Figure 1. PDN straps and rails (run 1).
Bar = 20 um. Pins as bars on the die edge.
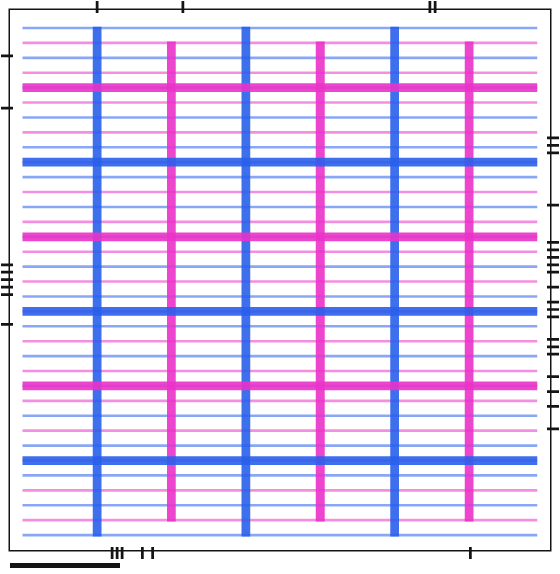
Figure 2. Cell classes on the final placement (run 1).
Bar = 20 um.
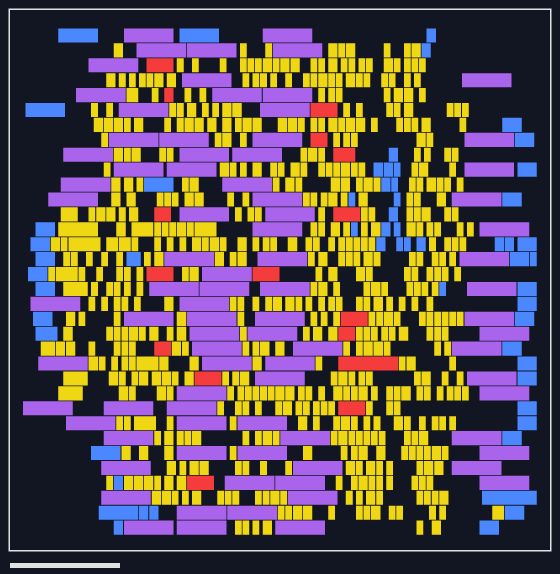
Figure 3. Routed clock nets over the placement (run 1).
Bar = 20 um.
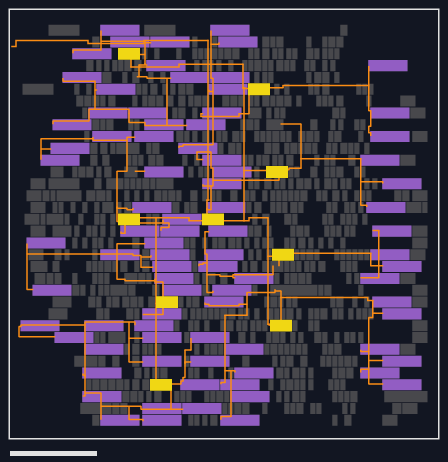
## config.mk

```make
export PLATFORM = sky130hd
export DESIGN_NAME = reg_bank
export DESIGN_NICKNAME = d
export VERILOG_FILES = /design/src/rtl/reg_bank.sv
export SDC_FILE = /design/constraint.sdc
export NUM_CORES = 1
export LEC_CHECK = 0
export ABC_AREA = 1
export CAP_MARGIN = 0
export CORE_MARGIN = 2
export CORE_UTILIZATION = 55
export DETAILED_ROUTE_END_ITERATION = 16
export GPL_TIMING_DRIVEN = 0
export PLACE_DENSITY = 0.86
export SKIP_CTS_REPAIR_TIMING = 1
export SYNTH_ARGS = -nofsm -noshare
export SYNTH_HDL_FRONTEND = slang
export SYNTH_SLANG_ARGS = --single-unit
```

## constraint.sdc

```tcl
create_clock -name clk -period 3.9 [get_ports clk]
set_input_delay 0.78 -clock clk [delete_from_list [all_inputs] [get_ports clk]]
set_output_delay 0.78 -clock clk [all_outputs]
set_load 0.02 [all_outputs]
```

## src/rtl/reg_bank.sv

```systemverilog
// rtl/reg_bank.sv - Clocked register bank: one write port, two registered read ports, sequential clear engine
//
// Parameters : WIDTH (entry width), AW (address width, DEPTH = 2**AW), RST_VAL (reset value)
// Ports      : clk, rst (async, active-high)
//              we, waddr, wdata       - write port, used only while idle
//              raddr_a, raddr_b       - read addresses, sampled every edge
//              clr                    - one-cycle pulse that starts the clear of all entries
//              rdata_a, rdata_b       - registered read data
//              busy                   - high while the clear engine runs
// Config     : REGFILE_BYPASS_EN - forward accepted write data to a read port addressing the same entry

module reg_bank #(
  parameter int               WIDTH   = 8,
  parameter int               AW      = 3,
  parameter logic [WIDTH-1:0] RST_VAL = '0
) (
  input  logic             clk,
  input  logic             rst,
  input  logic             we,
  input  logic [AW-1:0]    waddr,
  input  logic [WIDTH-1:0] wdata,
  input  logic [AW-1:0]    raddr_a,
  input  logic [AW-1:0]    raddr_b,
  input  logic             clr,
  output logic [WIDTH-1:0] rdata_a,
  output logic [WIDTH-1:0] rdata_b,
  output logic             busy
);

  localparam int            DEPTH     = 1 << AW;
  localparam logic [AW-1:0] LAST_ADDR = AW'(DEPTH - 1);

  typedef enum logic {
    S_IDLE  = 1'b0,
    S_CLEAR = 1'b1
  } state_t;

  state_t           r_state;
  state_t           w_state_next;
  logic [AW-1:0]    r_ptr;
  logic [AW-1:0]    w_ptr_next;
  logic [WIDTH-1:0] r_mem [DEPTH];
  logic [WIDTH-1:0] r_rdata_a;
  logic [WIDTH-1:0] r_rdata_b;
  logic             w_wr_accept;
  logic             w_clr_active;

  // A clr request takes priority over a same-cycle write; writes are
  // only accepted while idle with no clear being requested.
  always_comb begin
    w_state_next = r_state;
    w_ptr_next   = r_ptr;
    w_wr_accept  = 1'b0;
    w_clr_active = 1'b0;
    case (r_state)
      S_IDLE: begin
        if (clr) begin
          w_state_next = S_CLEAR;
          w_ptr_next   = '0;
        end else begin
          w_wr_accept = we;
        end
      end
      S_CLEAR: begin
        w_clr_active = 1'b1;
        if (r_ptr == LAST_ADDR) begin
          w_state_next = S_IDLE;
          w_ptr_next   = '0;
        end else begin
          w_ptr_next = r_ptr + 1'b1;
        end
      end
      default: begin
        w_state_next = S_IDLE;
        w_ptr_next   = '0;
      end
    endcase
  end

  always_ff @(posedge clk or posedge rst) begin
    if (rst) begin
      r_state <= S_IDLE;
      r_ptr   <= '0;
    end else begin
      r_state <= w_state_next;
      r_ptr   <= w_ptr_next;
    end
  end

  // The clear writes zero, not RST_VAL.
  always_ff @(posedge clk or posedge rst) begin
    if (rst) begin
      for (int i = 0; i < DEPTH; i++) begin
        r_mem[i] <= RST_VAL;
      end
    end else if (w_clr_active) begin
      r_mem[r_ptr] <= '0;
    end else if (w_wr_accept) begin
      r_mem[waddr] <= wdata;
    end
  end

  // Reads sample the pre-edge contents in every state; with forwarding
  // enabled an accepted write to the same address overrides that value.
  always_ff @(posedge clk or posedge rst) begin
    if (rst) begin
      r_rdata_a <= RST_VAL;
      r_rdata_b <= RST_VAL;
    end else begin
`ifdef REGFILE_BYPASS_EN
      r_rdata_a <= (w_wr_accept && (waddr == raddr_a)) ? wdata : r_mem[raddr_a];
      r_rdata_b <= (w_wr_accept && (waddr == raddr_b)) ? wdata : r_mem[raddr_b];
`else
      r_rdata_a <= r_mem[raddr_a];
      r_rdata_b <= r_mem[raddr_b];
`endif
    end
  end

  assign rdata_a = r_rdata_a;
  assign rdata_b = r_rdata_b;
  assign busy    = (r_state == S_CLEAR);

endmodule

```

==> results.py, run 1 <==
# Synthesis and PnR figures
metrics = {
    "logic_synthesis": {
        "ys_async_sr_fraction_pct": 100,
        "top_area_share_pct": 42.8,
        "synth_flops": 84,
        "fp_nets": 740,
        "ys_warn_count": 0,
        "yosysCellCount": 716,
        "top_area_cell": "dfrtp_1",
        "yosysSeqAreaShare_pct": 42.8,
        "synth_cells": 716,
        "edf_count": 0,
        "xor_share_pct": 0,
        "area_leaders": "dfrtp_1, nand2_1, nand3_1",
        "top_logic_kind": "simple AND/OR/NAND/NOR gates",
        "fa_ha_area_share_pct": 0.765,
        "synthMuxAreaShare_pct": 0,
        "yosys_area_mm2": 0.00491,
        "yosysUniqueCellTypes": 24,
        "synthesis.area_mm2": 0.00491,
        "ys_sh_aoi_pct": 0.561,
    },
    "place": {
        "pre_cts_ws_ps": 1610,
        "gp_congestion": 0.935,
    },
    "global_routing": {
        "grt_max_degree": 69,
        "grt_pass1_vias": 4480,
        "grtUsageTotal_pct": 29.5,
        "antenna_found_initial": 0,
    },
    "floorplan": {
        "rows": 34,
        "die_w_um": 98.5,
        "io_pins": 38,
        "design.core.area_mm2": 0.00868,
        "die_h_um": 98.5,
        "die_area_mm2": 0.00970,
    },
    "finish": {
        "fill_cells": 799,
        "area_delta_synth_final_pct": 12.2,
        "final_util_pct": 63.5,
        "diodes": 0,
        "flop_area_mm2": 0.00210,
        "finalNonFillerCells": 864,
        "fin_nets": 775,
        "mi_logic_area_mm2": 0.00222,
        "drive_gt1_share_pct": 7.41,
    },
    "routing": {
        "drtAntennaViolNets": 0,
        "first_iter_violations": 557,
        "wl_per_cell_um": 16.0,
        "post-route-drc-count": 0,
    },
    "outcome": {
        "outcome": "completed",
    },
    "final_timing": {
        "finalClockPeriodUsage_pct": 55.1,
        "fin_skew_ps": 9.75,
        "finalSetupViolCount": 0,
        "rsz0062_at_grt": "no",
        "slew-limit-headroom_pct": 61.5,
        "fin_crit_ps": 2150,
        "hold_viol": 0,
        "setup_ws_ps": 1750,
        "hold_ws_ps": 508,
    },
    "power": {
        "clkPwrFrac_pct": 26.4,
        "power.total_mw": 2.56,
        "p_int_mw": 1.57,
        "switchingPower_uw": 985,
        "seq_power_share_pct": 43.1,
        "combPwrFrac_pct": 30.5,
        "switching_share_pct": 38.5,
    },
    "flow_run": {
        "maxCapViolCount": 0,
        "tool_warnings": 27,
    },
    "setup_path": {
        "path_class": "reg -> out",
        "worst-endpoint-arrival_ps": 1370,
        "crit_chain": "clkdlybuf4s50_1",
        "crit_path_end_kind": "primary output",
        "cp_slowest_cell": "clkdlybuf4s50_1",
        "required_ps": 3120,
    },
    "cts": {
        "cts_buffers": 9,
        "cts.sinks": 84,
        "clk_pin_slew_ps": 100,
        "clk_path_buf_depth": 2,
        "clock.latency.late_pin_ps": 370,
        "cts_tree": "built",
    },
}
Notes on Figure 1 above:
color	net
magenta	VDD
blue	VSS
met1 rails	35
rows	34
met4 straps	6
met5 straps	6

Notes on Figure 2 above:
color	class	cells
red	clock drivers and dummy loads	16
purple	registers	84
yellow	remaining logic cells	598
blue	remaining buffers and delay cells	58

Notes on Figure 3 above:
[yellow] clock-net drivers | count: 9
[purple] flip-flops | count: 84
[orange] clock wires | length: 1090 um
routed clock nets	10
flops lie	widely spread

[run 1: registers in the layout, summed over array words and instances (netlist names)]
register / flops
busy: 1
r_ptr: 3
rdata_b: 8
rdata_a: 8
r_mem: 64
[run 1: cells by family (layout without fill, tap and decap cells)]
| family | count (synthesis) | in the layout |
|---|---|---|
| AND-OR/OR-AND | 5 | 5 |
| adder cells (fa/ha/maj) | 3 | 3 |
| buffers and inverters | 123 | 163 |
| flip-flops | 84 | 84 |
| AND/OR/NAND/NOR | 501 | 501 |
[run 1: through the flow]
step                cell area (um^2)  TNS [ps]
floorplan                       4910         0
global placement                5280    -16400
detailed placement              5310         0
CTS                             5510         0
global route                    5510         0
finish                          5510         0
[run 1: worst paths after layout]
path | cells after the start | slack [ps] | from | end
setup / recovery | 1 | 1750 | busy | busy
hold / removal | 2 | 510 | r_mem[3] | r_mem[3]
setup reg to reg | 6 | 2470 | busy | r_mem[52]
hold reg to reg | 2 | 510 | r_mem[3] | r_mem[3]
max in group asynchronous | 3 | 2640 | rst | r_mem[43]
min in group asynchronous | 2 | 670 | rst | rdata_b[3]
[run 1: power by group through the flow]
stage               combinational (mW)  clock (mW)  sequential [mW]
floorplan                        0.507           0             1.12
global placement                 0.733           0             1.11
detailed placement               0.765           0             1.12
CTS                              0.771       0.671             1.10
global route                     0.872       0.710             1.12
finish                           0.780       0.675             1.10
[run 1: layout make-up]
cell class / instances / area share, %
inverter: 89 / 6.20
tap: 108 / 2.45
clock inverter: 7 / 1.48
buffer: 34 / 4.47
clock buffer: 9 / 2.25
timing repair buffer: 24 / 4.68
sequential: 84 / 38.1
multi-input combinational: 509 / 40.3
[run 1: layer usage]
metal / up-vias / GRT usage, % / routed length (um)
li1: 2286 / - / -
met1: 2221 / 40.0 / 5640
met2: 318 / 47.5 / 6400
met3: 38 / 4.18 / 1390
met4: 0 / 13.6 / 412
met5: - / 0 / 0
[run 1: cells in the final DEF (no fill, tap or decap), types with 2 or more instances in the layout]
| master | synthesis | routed |
|---|---|---|
| nand2_1 | 322 | 322 |
| nand3_1 | 162 | 162 |
| dfrtp_1 | 84 | 84 |
| inv_1 | 82 | 81 |
| clkdlybuf4s50_1 | 0 | 23 |
| buf_2 | 16 | 16 |
| clkbuf_8 | 0 | 9 |
| nor2_1 | 7 | 7 |
| clkbuf_1 | 6 | 6 |
| inv_6 | 1 | 5 |
| nand2_4 | 5 | 5 |
| buf_12 | 4 | 4 |
| buf_1 | 4 | 4 |
| inv_2 | 3 | 3 |
| clkinv_1 | 3 | 3 |
| ha_1 | 3 | 3 |
| nand2_2 | 2 | 2 |
| buf_8 | 2 | 2 |
| o21ai_0 | 2 | 2 |
| a21oi_1 | 2 | 2 |
==> inputs of run 2 (changes only) <==
==> constraint.sdc (replaced) <==
create_clock -name clk -period 2 [get_ports clk]
set_input_delay 0.4 -clock clk [delete_from_list [all_inputs] [get_ports clk]]
set_output_delay 0.4 -clock clk [all_outputs]
set_load 0.02 [all_outputs]
Figure 4. PDN straps and rails (run 2).
Bar = 20 um. Pins as bars on the die edge.
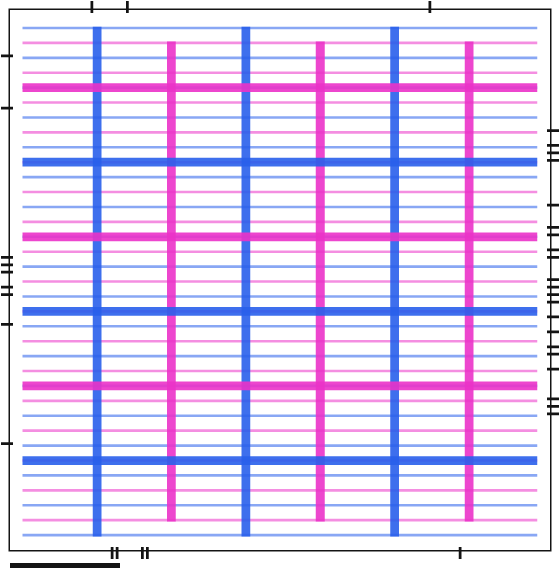
color	net
blue	VSS
magenta	VDD
met1 rails	35
met4 straps	6
met5 straps	6
rows	34
signal pins	38

Figure 5. Routed clock nets over the placement (run 2).
Bar = 20 um.
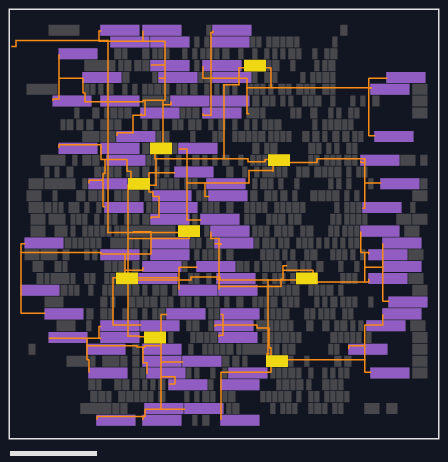
[orange] clock wires | length: 1050 um
[purple] flip-flops | count: 84
[yellow] clock-net drivers | count: 9
flops lie	widely spread

==> results.py, run 2 <==
# Synthesis and PnR figures
metrics = {
    "outcome": {
        "outcome": "completed",
    },
    "global_routing": {
        "grt_max_degree": 44,
        "grt_pass1_vias": 4528,
    },
    "logic_synthesis": {
        "yosys_area_mm2": 0.00491,
        "yosysSeqAreaShare_pct": 42.8,
        "synthesis.area_mm2": 0.00491,
    },
    "routing": {
        "first_iter_violations": 489,
        "wl_per_cell_um": 15.8,
        "post-route-drc-count": 0,
        "drtAntennaViolNets": 0,
    },
    "floorplan": {
        "die_w_um": 98.5,
        "design.core.area_mm2": 0.00868,
        "die_area_mm2": 0.00970,
    },
    "power": {
        "power.total_mw": 4.94,
        "seq_power_share_pct": 43.5,
        "switching_share_pct": 37.7,
    },
    "finish": {
        "fin_nets": 775,
        "drive_gt1_share_pct": 7.41,
        "area_delta_synth_final_pct": 12.2,
        "post-route-cell-area_mm2": 0.00551,
        "final_cell_mix": "nand2_1, nand3_1, dfrtp_1",
    },
    "setup_path": {
        "required_ps": 1600,
        "ff2ff_setup_slack_ps": 570,
        "worst-endpoint-arrival_ps": 1360,
    },
    "cts": {
        "clk_pin_slew_ps": 90,
        "cts.sinks": 84,
        "cts_buffers": 9,
        "cts_tree": "built",
    },
    "final_timing": {
        "finalClockPeriodUsage_pct": 87.8,
        "fin_crit_ps": 1760,
        "rsz0062_at_grt": "no",
        "hold_ws_ps": 265,
    },
    "worst_hold_path": {
        "holdPathEnd": "r_mem[39]",
        "holdCritStartpoint": "wdata[7]",
        "hold_depth": 3,
    },
    "place": {
        "placedInstanceArea_mm2": 0.00530,
    },
}
-- run 2: area by class of cell --
class	instances	area, um^2	share of cell area, %
clock buffers	10	138	2.50
inverters	89	343	6.22
well taps	108	135	2.45
plain buffers	34	246	4.48
multi-input cells	509	2220	40.3
flip-flops and latches	84	2100	38.2
repair buffers	24	250	4.54
clock inverters	6	71.3	1.29
-- run 2: worst max path at each step --
stage / from / to / slack, ps / cells after the start
after CTS: busy / busy / 240 / 1
after floorplan: rst / busy / 630 / 1
after detailed placement: waddr[2] / r_mem[52] / 120 / 8
after global placement: rst / r_mem[26] / -220 / 2
final: busy / busy / 240 / 1
after global routing: busy / busy / 200 / 1
-- run 2: cell families (layout without fill, tap and decap cells) --
| kind of cell | count (synthesis) | in the layout | share of synthesized area (%) |
|---|---|---|---|
| AND/OR/NAND/NOR | 501 | 501 | 43.9 |
| adder cells (fa/ha/maj) | 3 | 3 | 0.765 |
| buffers and inverters | 123 | 163 | 11.9 |
| flip-flops | 84 | 84 | 42.8 |
| AND-OR/OR-AND | 5 | 5 | 0.561 |
-- run 2: power by group through the flow --
stage / clock network (mW) / logic, mW / registers (mW)
after floorplan: 0 / 0.989 / 2.19
final: 1.29 / 1.51 / 2.15
after detailed placement: 0 / 1.48 / 2.18
after global placement: 0 / 1.43 / 2.16
after CTS: 1.29 / 1.49 / 2.14
after global routing: 1.36 / 1.68 / 2.18
-- run 2: layer usage --
| metal | track usage, % | part of all wire [%] |
|---|---|---|
| met1 | 40.0 | 42 |
| met2 | 44.8 | 44 |
| met3 | 5.82 | 9.2 |
| met4 | 14.9 | 4.7 |
| met5 | 0 | 0 |
-- run 2: stage by stage --
| stage | TNS [ps] | instances |
|---|---|---|
| after floorplan | 0 | 716 |
| after global placement | -18130 | 847 |
| after detailed placement | 0 | 848 |
| after CTS | 0 | 864 |
| after global routing | 0 | 864 |
| final | 0 | 864 |
No activity file was given, so power comes from the tool's default toggle rates.
